### config.mk
export PLATFORM = sky130hd
export DESIGN_NAME = innerproduct_mac_flat
export DESIGN_NICKNAME = d
export VERILOG_FILES = /design/src/rtl/innerproduct_mac_pkg.sv /design/src/rtl/innerproduct_mac_if.sv /design/src/rtl/innerproduct_mac_theta_regfile.sv /design/src/rtl/innerproduct_mac.sv /design/src/flat_wrapper.sv
export SDC_FILE = /design/constraint.sdc
export NUM_CORES = 2
export LEC_CHECK = 0
export ABC_AREA = 1
export CORE_MARGIN = 2
export CORE_UTILIZATION = 40
export CTS_BUF_LIST = sky130_fd_sc_hd__clkbuf_8
export DETAILED_ROUTE_END_ITERATION = 8
export PLACE_DENSITY_LB_ADDON = 0.05
export SYNTH_ARGS = -nofsm -noshare
export SYNTH_HDL_FRONTEND = slang
export SYNTH_SLANG_ARGS = --single-unit
### constraint.sdc
create_clock -name clk -period 8.65 [get_ports clk]
set_clock_uncertainty 0.1 [all_clocks]
set_input_delay 1.73 -clock clk [delete_from_list [all_inputs] [get_ports clk]]
set_output_delay 1.73 -clock clk [all_outputs]
set_load 0.005 [all_outputs]
### src/rtl/innerproduct_mac_pkg.sv
// innerproduct_pkg: shared FSM state, default sizes and accumulator width helper.
package innerproduct_pkg;
  typedef enum logic [1:0] {ACCUM, DRAIN, HOLD} state_e;
  localparam int DATA_W_DEF = 32;
  localparam int N_FEAT_DEF = 41;
  function automatic int acc_width(input int dw, input int nf);
    return 2 * dw + $clog2(nf);
  endfunction
endpackage

### src/rtl/innerproduct_mac_if.sv
// innerproduct_mac_if: feature stream, coefficient write port and hprime result bundle.
interface innerproduct_mac_if #(
  parameter int DATA_W = 32,
  parameter int N_FEAT = 41
);
  logic in_valid, in_ready, in_last, theta_we, out_valid, out_ready, err_len;
  logic [DATA_W-1:0] in_data, theta_wdata, hprime;
  logic [$clog2(N_FEAT)-1:0] theta_addr;
  modport master (
    output in_valid, in_data, in_last, theta_we, theta_addr, theta_wdata, out_ready,
    input in_ready, out_valid, hprime, err_len
  );
  modport slave (
    input in_valid, in_data, in_last, theta_we, theta_addr, theta_wdata, out_ready,
    output in_ready, out_valid, hprime, err_len
  );
endinterface

### src/rtl/innerproduct_mac_theta_regfile.sv
// theta_regfile: coefficient store, sync write (out-of-range ignored), async read.
module theta_regfile #(
  parameter int DATA_W = 32,
  parameter int N_FEAT = 41
) (
  input  logic                      clk,
  input  logic                      rst,
  input  logic                      we_i,
  input  logic [$clog2(N_FEAT)-1:0] waddr_i,
  input  logic [DATA_W-1:0]         wdata_i,
  input  logic [$clog2(N_FEAT)-1:0] raddr_i,
  output logic [DATA_W-1:0]         rdata_o
);
  localparam int AW = $clog2(N_FEAT);
  logic [DATA_W-1:0] mem_q [N_FEAT];
  always_ff @(posedge clk)
    for (int i = 0; i < N_FEAT; i++)
      if (rst) mem_q[i] <= '0;
      else if (we_i && waddr_i == AW'(i)) mem_q[i] <= wdata_i;
  assign rdata_o = mem_q[raddr_i];
endmodule

### src/rtl/innerproduct_mac.sv
// innerproduct_mac: streamed hprime = theta[0] + sum x[i]*theta[i], two-stage multiply/accumulate.
// Define INNERPRODUCT_SAT_EN for signed full-width accumulation with a clamped result.
module innerproduct_mac
  import innerproduct_pkg::*;
#(
  parameter int                DATA_W    = DATA_W_DEF,
  parameter int                N_FEAT    = N_FEAT_DEF,
  parameter logic [N_FEAT-1:0] SKIP_MASK = N_FEAT'(2)
) (
  input logic                clk,
  input logic                rst,
  innerproduct_mac_if.slave  bus
);
  localparam int CW = $clog2(N_FEAT);
`ifdef INNERPRODUCT_SAT_EN
  localparam int PW = 2 * DATA_W;
  localparam int AW = acc_width(DATA_W, N_FEAT);
`else
  localparam int PW = DATA_W;
  localparam int AW = DATA_W;
`endif
  localparam logic [CW-1:0] LAST = CW'(N_FEAT - 1);
  state_e state_q, state_d;
  logic [CW-1:0] cnt_q, cnt_d;
  logic [PW-1:0] prod_q, prod_d, mul, bias;
  logic [AW-1:0] acc_q, acc_d, prod_x;
  logic [DATA_W-1:0] hprime_q, hprime_d, theta, sat;
  logic pv_q, first_q, err_q, accept, is_last;
  theta_regfile #(.DATA_W(DATA_W), .N_FEAT(N_FEAT)) u_theta (
    .clk     (clk),
    .rst     (rst),
    .we_i    (bus.theta_we),
    .waddr_i (bus.theta_addr),
    .wdata_i (bus.theta_wdata),
    .raddr_i (cnt_q),
    .rdata_o (theta)
  );
`ifdef INNERPRODUCT_SAT_EN
  localparam logic signed [AW-1:0] HI = (AW'(1) << (DATA_W - 1)) - AW'(1);
  localparam logic signed [AW-1:0] LO = ~HI;
  assign bias = {{DATA_W{theta[DATA_W-1]}}, theta};
  assign mul = $signed({{DATA_W{bus.in_data[DATA_W-1]}}, bus.in_data}) * $signed(bias);
  assign prod_x = {{(AW - PW){prod_q[PW-1]}}, prod_q};
  assign sat = $signed(acc_d) > HI ? HI[DATA_W-1:0] :
               $signed(acc_d) < LO ? LO[DATA_W-1:0] : acc_d[DATA_W-1:0];
`else
  assign bias = theta;
  assign mul = bus.in_data * theta;
  assign prod_x = prod_q;
  assign sat = acc_d;
`endif
  always_ff @(posedge clk)
    if (rst) state_q <= ACCUM;
    else state_q <= state_d;
  always_comb begin
    accept = bus.in_valid && state_q == ACCUM;
    is_last = cnt_q == LAST;
    state_d = state_q == ACCUM ? (accept && is_last ? DRAIN : ACCUM) :
              state_q == DRAIN ? HOLD :
              (bus.out_ready ? ACCUM : HOLD);
  end
  always_comb begin
    bus.in_ready = state_q == ACCUM;
    bus.out_valid = state_q == HOLD;
    bus.hprime = hprime_q;
    bus.err_len = err_q;
  end
  // stage 1 forms the term from the index being accepted; stage 2 folds it in
  always_comb begin
    cnt_d = accept ? (is_last ? '0 : cnt_q + 1'b1) : cnt_q;
    prod_d = cnt_q == '0 ? bias : SKIP_MASK[cnt_q] ? '0 : mul;
    acc_d = !pv_q ? acc_q : first_q ? prod_x : acc_q + prod_x;
    hprime_d = state_q == DRAIN ? sat : hprime_q;
  end
  always_ff @(posedge clk)
    if (rst) begin
      cnt_q <= '0;
      prod_q <= '0;
      pv_q <= 1'b0;
      first_q <= 1'b0;
      acc_q <= '0;
      hprime_q <= '0;
      err_q <= 1'b0;
    end else begin
      cnt_q <= cnt_d;
      prod_q <= accept ? prod_d : prod_q;
      pv_q <= accept;
      first_q <= accept && cnt_q == '0;
      acc_q <= acc_d;
      hprime_q <= hprime_d;
      err_q <= accept && (bus.in_last != is_last);
    end
endmodule

### src/flat_wrapper.sv
// flat-port wrapper written by rule: the top's interface ports become plain ports
module innerproduct_mac_flat import innerproduct_pkg::*;
#(
  parameter int                DATA_W    = DATA_W_DEF,
  parameter int                N_FEAT    = N_FEAT_DEF,
  parameter logic [N_FEAT-1:0] SKIP_MASK = N_FEAT'(2)
)
  (clk, rst, bus_in_valid, bus_in_data, bus_in_last, bus_theta_we, bus_theta_addr, bus_theta_wdata, bus_out_ready, bus_in_ready, bus_out_valid, bus_hprime, bus_err_len);
  innerproduct_mac_if #(.DATA_W(DATA_W), .N_FEAT(N_FEAT)) bus_i ();
  input logic clk;
  input logic rst;
  input wire logic [$bits(bus_i.in_valid)-1:0] bus_in_valid;
  input wire logic [$bits(bus_i.in_data)-1:0] bus_in_data;
  input wire logic [$bits(bus_i.in_last)-1:0] bus_in_last;
  input wire logic [$bits(bus_i.theta_we)-1:0] bus_theta_we;
  input wire logic [$bits(bus_i.theta_addr)-1:0] bus_theta_addr;
  input wire logic [$bits(bus_i.theta_wdata)-1:0] bus_theta_wdata;
  input wire logic [$bits(bus_i.out_ready)-1:0] bus_out_ready;
  output wire logic [$bits(bus_i.in_ready)-1:0] bus_in_ready;
  output wire logic [$bits(bus_i.out_valid)-1:0] bus_out_valid;
  output wire logic [$bits(bus_i.hprime)-1:0] bus_hprime;
  output wire logic [$bits(bus_i.err_len)-1:0] bus_err_len;
  assign bus_i.in_valid = bus_in_valid;
  assign bus_i.in_data = bus_in_data;
  assign bus_i.in_last = bus_in_last;
  assign bus_i.theta_we = bus_theta_we;
  assign bus_i.theta_addr = bus_theta_addr;
  assign bus_i.theta_wdata = bus_theta_wdata;
  assign bus_i.out_ready = bus_out_ready;
  assign bus_in_ready = bus_i.in_ready;
  assign bus_out_valid = bus_i.out_valid;
  assign bus_hprime = bus_i.hprime;
  assign bus_err_len = bus_i.err_len;
  innerproduct_mac #(.DATA_W(DATA_W), .N_FEAT(N_FEAT), .SKIP_MASK(SKIP_MASK)) u_core (.clk(clk), .rst(rst), .bus(bus_i));
endmodule
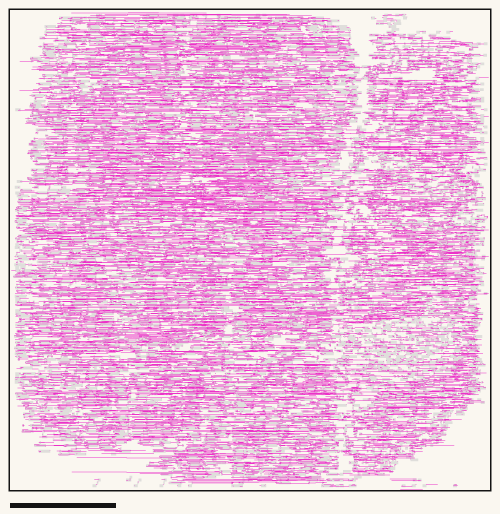
Fig. 1. Signal wires on met1.
The bar under the picture is 100 um long.
wire length on this layer: 127 mm
share of all routed wire: 42%
longest straight run: 131 um
nets with wire on the layer: 9297
final wirelength: 304000 um
DR vias: 64800
met1 capacity usage during global routing: 0.378

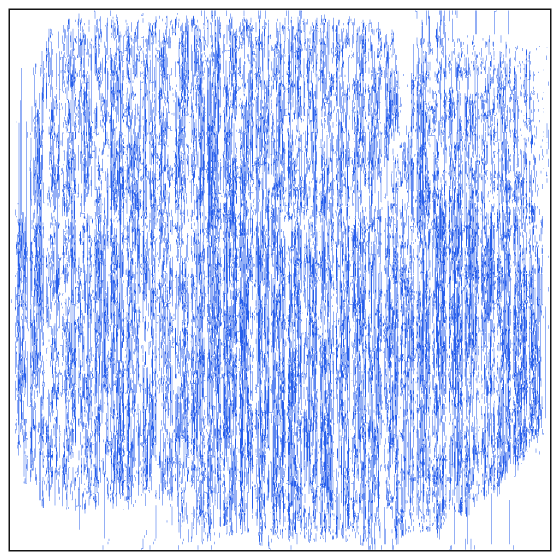
Fig. 2. Metal 2.
nets with wire on the layer: 7610
longest straight run: 187 um
main direction: vertical
share of all routed wire: 48%
met2 Resource Use GR: 0.474

==> results_dict.tcl <==
# yosys + openroad results
set metrics [dict create \
    largest_register_ff_count 1312 \
    largest_area_cell "sky130_fd_sc_hd__edfxtp_1" \
    ff_type "sky130_fd_sc_hd__edfxtp_1" \
    worstPathMaxFanout 12 \
    area.combinational_sq_mm 0.0346 \
    largest-register "u_core.u_theta.mem_q" \
    worst_r2r_path_depth 46 \
    finalWorstPathRequiredPeriod_ps 8540 \
    gr-max-usage-layer "met2" \
    status "completed" \
    core_sq_mm 0.202 \
    route.met3.wl_um 18000 \
    holdCritStartpoint "u_core.state_q[1]" \
    setup.reg_to_reg.worst_slack_ps 110 \
    place_ws_ps -616 \
    number_of_design_rule_violations_left_by_the_first_detailed_router_iteration 6659 \
    vias_in_the_first_global_route 63700 \
    flops 1426 \
    tightestPinTransition_ps 1230 \
    synthesis.nets 9501 \
    synth.cell_area_sq_mm 0.0814 \
    dr.max_layer_used "met5" \
    route.detailed.vias_per_inst 5.34 \
    layout_top_cells "sky130_fd_sc_hd__nand2_1, sky130_fd_sc_hd__nor2_1, sky130_fd_sc_hd__edfxtp_1" \
    grt_pass1_wl_um 434000 \
    worstSkewPairLatency_ps 1050 \
    n_antenna_cell 7 \
    crit_path_start_kind "register" \
    place.gp.congestion 0.937 \
    yosys_area_sq_mm 0.0814 \
    crit_arrival_ps 9380 \
    grt_start_max_net_pins 65 \
    grt_overflow_total 0 \
    biggestCellCategory "sequential cells" \
    rr_endpoint "u_core.prod_q[31]" \
    drv_slew 0 \
    area.share.sequential 0.437 \
    n_all_buffers 790 \
    critical_path.max_stage_delay_ps 510 \
    synth.yosys.num_cells 8860 \
    synth_cell_type_count 55 \
    cts-buffers-inserted 280 \
    synthesis_stage_register_bit_count 1426 \
    finalNetCount 9917 \
    timing.critical_path.required_ps 9490 \
    synth.top_cells.by_area "sky130_fd_sc_hd__edfxtp_1, sky130_fd_sc_hd__fa_1, sky130_fd_sc_hd__nand2_1, sky130_fd_sc_hd__nor2_1, sky130_fd_sc_hd__nand3_1" \
    multi_input_logic_cell_count 6024 \
    synth.mux.area_fraction 0 \
    finalHoldViolCount 0 \
    cts_hold_buffers 0 \
    synthSimpleGateAreaFrac 0.238 \
    cts.clk_slew.worst_paths_ps 60 \
    instances_no_fill 12100 \
    log.warning_count 30 \
]
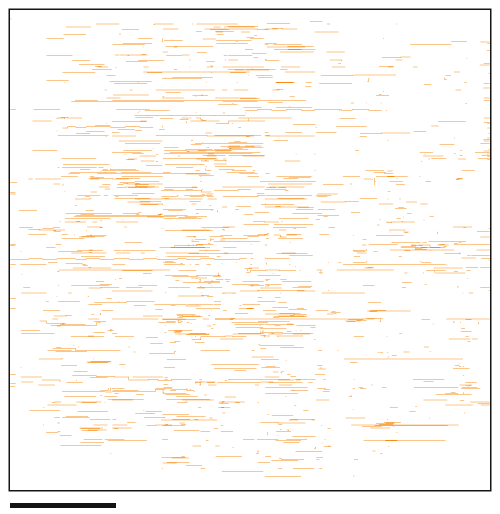
Fig. 3. Metal 3.
The bar under the picture is 100 um long.
longest straight run: 183 um
main direction: horizontal
share of all routed wire: 5.9%
met3 Track Usage GR: 0.0352

per-stage QoR:
step	utilization	hold slack, ps	TNS, ps
6_report	0.472	384	0
5_1_grt	0.472	400	-1710
4_1_cts	0.463	378	0
3_5_place_dp	0.437	371	-5260
3_3_place_gp	0.437	354	-3810
2_1_floorplan	-	341	0
timing repair:
| item | in CTS | in global routing |
|---|---|---|
| pin swaps | 6 | 56 |
| buffers inserted | 11 | 40 |
| endpoints found under the setup margin | 13 | 12 |
| resized | 59 | 242 |
| cloned | 3 | 20 |
| endpoints found under the hold margin | 0 | 0 |
critical path: cells and delay by family, from the launching register on:
family	cells	cell delay, ps
simple gates	12	1090
buf+inv	14	1390
flops	1	460
compound gates	11	1570
fa+ha+maj	9	3750
